pins.png
Pins as bars across the die edge, other pins in grey.
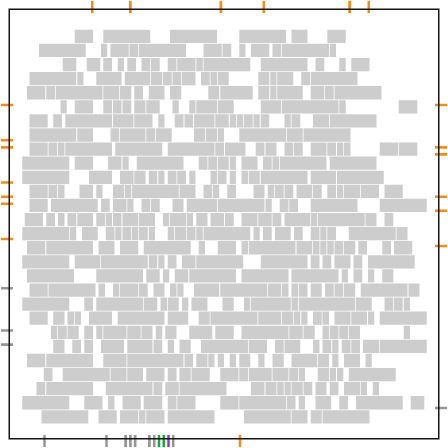
final_placement.png
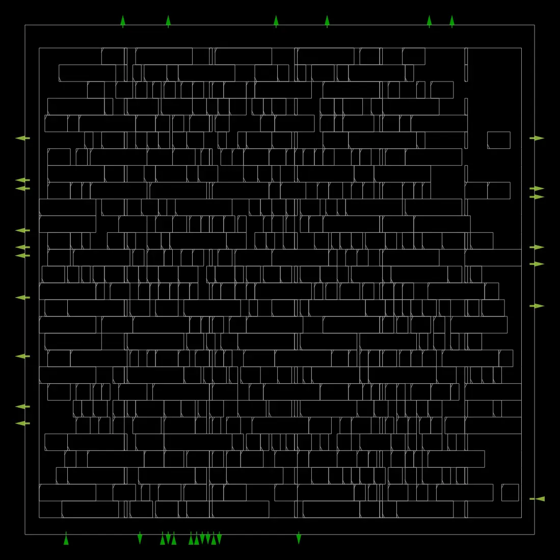
metal_stack.png
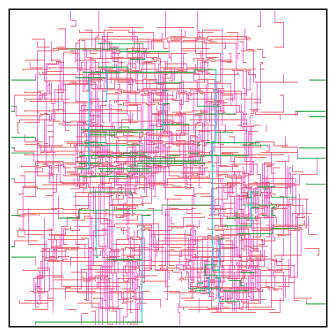
==> config.mk <==
export PLATFORM = sky130hd
export DESIGN_NAME = layer_sequencer
export DESIGN_NICKNAME = d
export VERILOG_FILES = /design/src/rtl/layer_sequencer_pkg.sv /design/src/rtl/layer_sequencer_stage_timer.sv /design/src/rtl/layer_sequencer.sv
export SDC_FILE = /design/constraint.sdc
export NUM_CORES = 1
export LEC_CHECK = 0
export CAP_MARGIN = 20
export CORE_MARGIN = 2
export CORE_UTILIZATION = 62
export DETAILED_ROUTE_END_ITERATION = 16
export GPL_TIMING_DRIVEN = 0
export HOLD_SLACK_MARGIN = 0.15
export PLACE_DENSITY = 0.88
export SKIP_LAST_GASP = 1
export SYNTH_ARGS = -nofsm -noshare
export SYNTH_HDL_FRONTEND = slang
export SYNTH_SLANG_ARGS = --single-unit
==> constraint.sdc <==
create_clock -name clk -period 3.3 [get_ports clk]
set_clock_uncertainty 0.15 [all_clocks]
set_input_delay 0.825 -clock clk [delete_from_list [all_inputs] [get_ports clk]]
set_output_delay 0.825 -clock clk [all_outputs]
set_load 0.05 [all_outputs]
==> run_results.csv <==
group,metric,value,unit
run_status,status,"finished clean",
power,p_sw_share,34.3,%
worst_setup_path,critPathRequiredTime,3.41,ns
layout,buf_share,9.80,%
worst_setup_path,criticalPathCategory,"register to register",
sta,finalHoldViolCount,0,
placed_design,place.gp.congestion,0.896,
worst_setup_path,crit_fanout,8,
grt,overflow,0,
yosys,top_cells_by_count,"dfrtp_1 (73), nand2_1 (51), o21ai_0 (39), nor2_1 (30), nand3_1 (26)",
placed_design,pre_cts_ws,0.696,ns
clocking,cts_tree,"done",
grt,met1_usage,40.5,%
grt,grt_use_total,28.8,%
die,design.core.area,5960,µm²
routing,via_per_inst,6.24,
routing,wl_met3,628,µm
power,top_power_group,"registers",
min_path,hp-class,"register to register",
clocking,cts_resized,0,
grt,gr-usage-met3,6.52,%
clocking,postCtsSetupRepairBufs,0,
power,seq_power_share,40.5,%
yosys,logic_family,"simple AND/OR/NAND/NOR gates",
yosys,yosysUniqueCellTypes,56,
layout,nets,471,
power,comb_power_share,25.8,%
die,fp_util,64.3,%
layout,drive_gt1_share,9.96,%
yosys,synthArstFlopShare,100,%
sta,slew_headroom,26.4,%
layout,area_growth,17.6,%
sta,whs,0.330,ns
layout,clock_buffers,9,
yosys,ys_seq_elements,73,
layout,regArea,1830,µm²
power,pg_clk,857,µW
yosys,adder_share,2.29,%
layout,n_antenna_cell,0,
worst_setup_path,r2r_cells,6,
sta,min_period,2.72,ns
yosys,xor_share,5.03,%
power,p_per_area,565,nW/µm²
clocking,cts_buffer_depth,2,
flow_run,tool_warnings,30,
clocking,clockRootBuffer,"clkbuf_8",
sta,fin_crit_sh,82.4,%
layout,largestClassByArea,"logic gates",
placed_design,dp_hpwl,5830,µm
die,die-area,6820,µm²
yosys,ys_cells,412,
yosys,synth_area_leader_cell,"dfrtp_1",
yosys,area_leaders,"dfrtp_1 (48%), o21ai_0 (5.1%), nand2_1 (5.0%)",
layout,logic_area,1870,µm²
routing,wirelength_met1,3940,µm
worst_setup_path,critical_path_arrival,2.83,ns
grt,antenna_found_initial,0,
clocking,clock_latency,0.35,ns
grt,top_usage_layer,"met2",
worst_setup_path,cp.depth,6,
power,clock_power_share,33.7,%
power,p_sw,872,µW
yosys,fp_nets,426,
worst_setup_path,cpLargestDelayFamily,"simple AND/OR/NAND/NOR gates",
yosys,simple_gate_area_share,25.1,%
yosys,compound_area_share,14.5,%
routing,ant_nets,0,
clocking,h-tree-depth,3,
layout,logic_gate_count,308,
sta,final-setup-viol-count,0,
power,power_leakage,1.93,nW
layout,final_core_util,75.7,%
worst_setup_path,cp_slowest_cell,"nor4_1",
placed_design,dp_cells,521,
clocking,ctsHoldBuffers,0,
layout,final_common_cell,"dfrtp_1",
grt,grt_max_degree,74,
yosys,yosysSeqAreaShare,47.7,%
yosys,synth-edff-count,0,
worst_setup_path,cp_slowest_stage_delay,0.89,ns
layout,clkCellAreaFrac,5.39,%
yosys,yosysChipArea,3830,µm²
sta,setup_slack,0.579,ns
## Picture notes: pins.png
[green] err_stage | pins: 2 | direction: output | edge: south
[purple] abort | pins: 1 | direction: input | edge: south
[orange] run_cycles | pins: 20 | direction: output | edge: 7 west, 6 north, 6 east, 1 south
all pins by edge: 12 south, 10 west, 7 east, 6 north
Die X: 82.6 µm
port bufs: 34

## Picture notes: final_placement.png
tap cell count: 75
Non-Filler Instances: 537
Fillers: 432

## Picture notes: metal_stack.png
[magenta] met2 | wire length: 4130 µm
[green] met3 | wire length: 628 µm
[red] met1 | wire length: 3940 µm
[cyan] met4 | wire length: 161 µm
Total Wirelength: 8860 µm
routed wire length per instance: 16.5 µm
vias post-DR: 3349

Power figures rest on the tool's default switching activity, not on a simulated workload.
